Figure 1. Ports around the boundary.
Pins as bars across the die edge, other pins in grey.
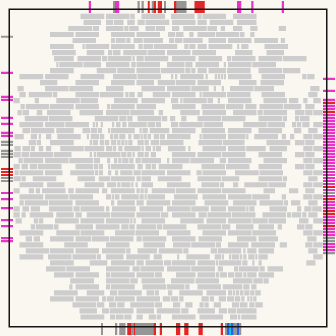
Figure 2. Signal wires by layer.
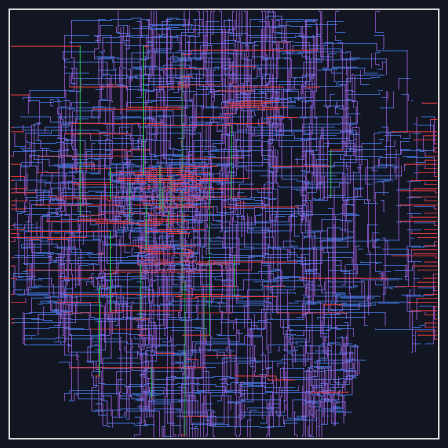
Figure 3. Clock nets.
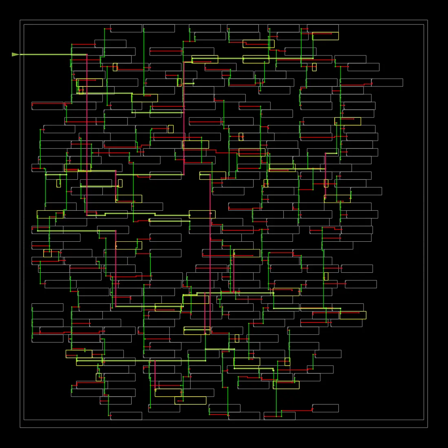
Figure 4. Gate families picked out.
The bar under the picture is 50 um long.
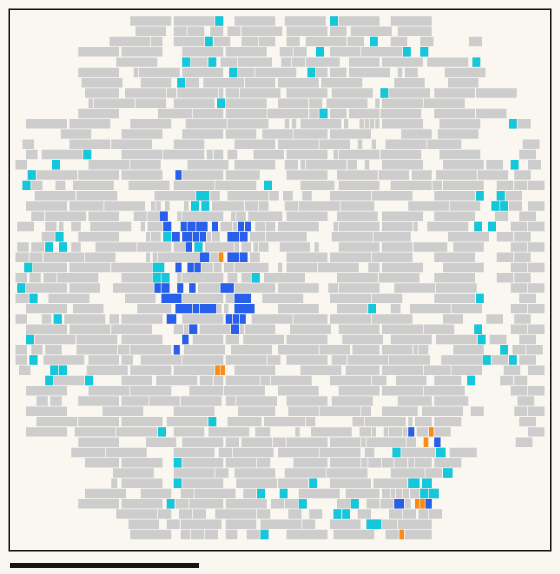
Figure 5. Register map, names as in the netlist.
Other sequential cells in the stronger grey, the rest of the logic in the fainter grey.
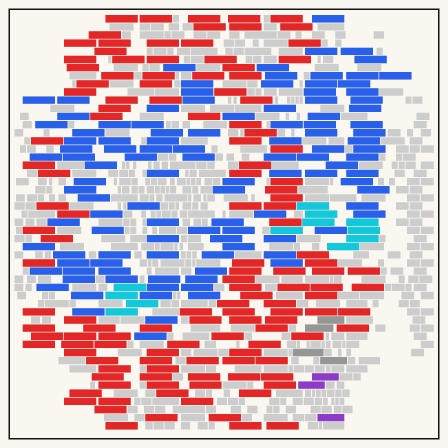
Design imm_extend_queue, sky130hd; sources not shown.
==> results_dict.tcl <==
# place-and-route summary
set metrics [dict create \
    synthTopLogicFamily "multiplexers" \
    ff2ff_path_depth 5 \
    clk_root_buffer_cell "clkbuf_16" \
    wl_met2_mm 12.13 \
    inv_count 8 \
    nNonClkBuffers 191 \
    grt_use_met3_pct 5.164 \
    detailroute.wirelength.met3_mm 2.244 \
    initial_core_util_pct 56.19 \
    clock_transition_at_the_registers_of_the_reported_paths_ns 0.06 \
    yosysMostFrequentCell "edfxtp_1" \
    violated_checks "negative setup slack" \
    grt.met2_usage_pct 40.13 \
    count_of_endpoints_failing_hold_in_the_final_timing_report 0 \
    tritoncts_clock_tree "built" \
    run_status "finished with violations" \
    path_delay_family "buffers and inverters" \
    synth-adder-area-share_pct 0.6407 \
    power.sequential.fraction_pct 37.0 \
    grt-busiest-layer "met2" \
    synth_simple_gate_area_share_pct 7.677 \
    multi_input_comb_cells 266 \
    worst-setup-path-type "reg2out" \
    drt.antenna.violating_nets 0 \
    synthesized_area_divided_by_synthesized_cell_count_um2 18.29 \
    post_drt_wl_per_cell_um 23.64 \
    synth_top_cell_by_area "edfxtp_1" \
    global_route.overflow_total 0 \
    largest_register_ff_count 128 \
    post-route-worst-setup-slack_ns -0.007028 \
    setup-violations-final 2 \
    r2r_setup_slack_ns 0.72 \
    pre_cts_slack_ns 0.1323 \
    async_set_or_reset_flop_fraction_in_the_synthesized_netlist_pct 2.703 \
    data_required_time_of_the_critical_path_ns 2.46 \
    clk-insertion-delay-late_ns 0.52 \
]
About Figure 1:
legend:
  `out_instr`:
    colour: red
    pins: 32
    direction: output
    edge: 12 bottom, 10 top, 7 right, 3 left
  `reset`:
    colour: cyan
    pins: 1
    direction: input
    edge: bottom
  `out_imm`:
    colour: magenta
    pins: 64
    direction: output
    edge: 43 right, 14 left, 7 top
  `count`:
    colour: blue
    pins: 3
    direction: output
    edge: bottom
all pins by edge: 54 right, 35 bottom, 27 top, 25 left
Buffers on Ports: 140
die boundary width: 143.0 um

About Figure 2:
legend:
  met3:
    colour: red
    wire_length: 2240 um
  met1:
    colour: blue
    wire_length: 9590 um
  met2:
    colour: purple
    wire_length: 12100 um
  met4:
    colour: green
    wire_length: 507 um
combined global-route utilization of all metal layers: 24.32%
vias after detailed routing: 6224

About Figure 3:
number of clock sinks seen by CTS: 259
final sequential cell count: 259
Clock net power: 2880 uW

About Figure 4:
legend:
  inverting AOI/OAI gates:
    colour: blue
    cells: 45
  inverters:
    colour: orange
    cells: 8
  AND and OR gates:
    colour: cyan
    cells: 80
    where: spread over the die
commonest non-fill, non-tap cell in the layout: edfxtp_1
count of placed standard cells in the final layout, fillers left out: 1035

About Figure 5:
legend:
  `mem_imm`:
    colour: blue
    flops: 112
  `mem_fmt`:
    colour: cyan
    flops: 12
  `count`:
    colour: purple
    flops: 3
  `mem_instr`:
    colour: red
    flops: 128
final cell utilization of the core: 70.76%
sequential group power: 4310 uW
Reg area: 7747 um2
flop share of the area: 56.26%

-- stage by stage --
step | cell area [um2] | TNS (ns) | hold slack, ns
2_1_floorplan | 10940 | 0 | 0.3434
3_3_place_gp | 12710 | 0 | 0.4794
3_5_place_dp | 12710 | 0 | 0.5045
4_1_cts | 13570 | -0.1063 | 0.2447
5_1_grt | 13770 | -1.049 | 0.2778
6_report | 13770 | -0.008029 | 0.2452
-- power by group through the flow --
stage	Combinational [uW]	Clock, uW	Sequential, uW
floorplan	2590	0	4340
global placement	4440	0	4380
detailed placement	4470	0	4420
CTS	4580	2900	4310
global route	4780	3030	4340
finish	4470	2880	4310
-- timing repair --
item,CTS,global route
resized,26,61
pin swaps,0,0
cloned,0,1
setup endpoints to repair,92,80
buffers inserted,6,1
No activity file was given, so power comes from the tool's default toggle rates.
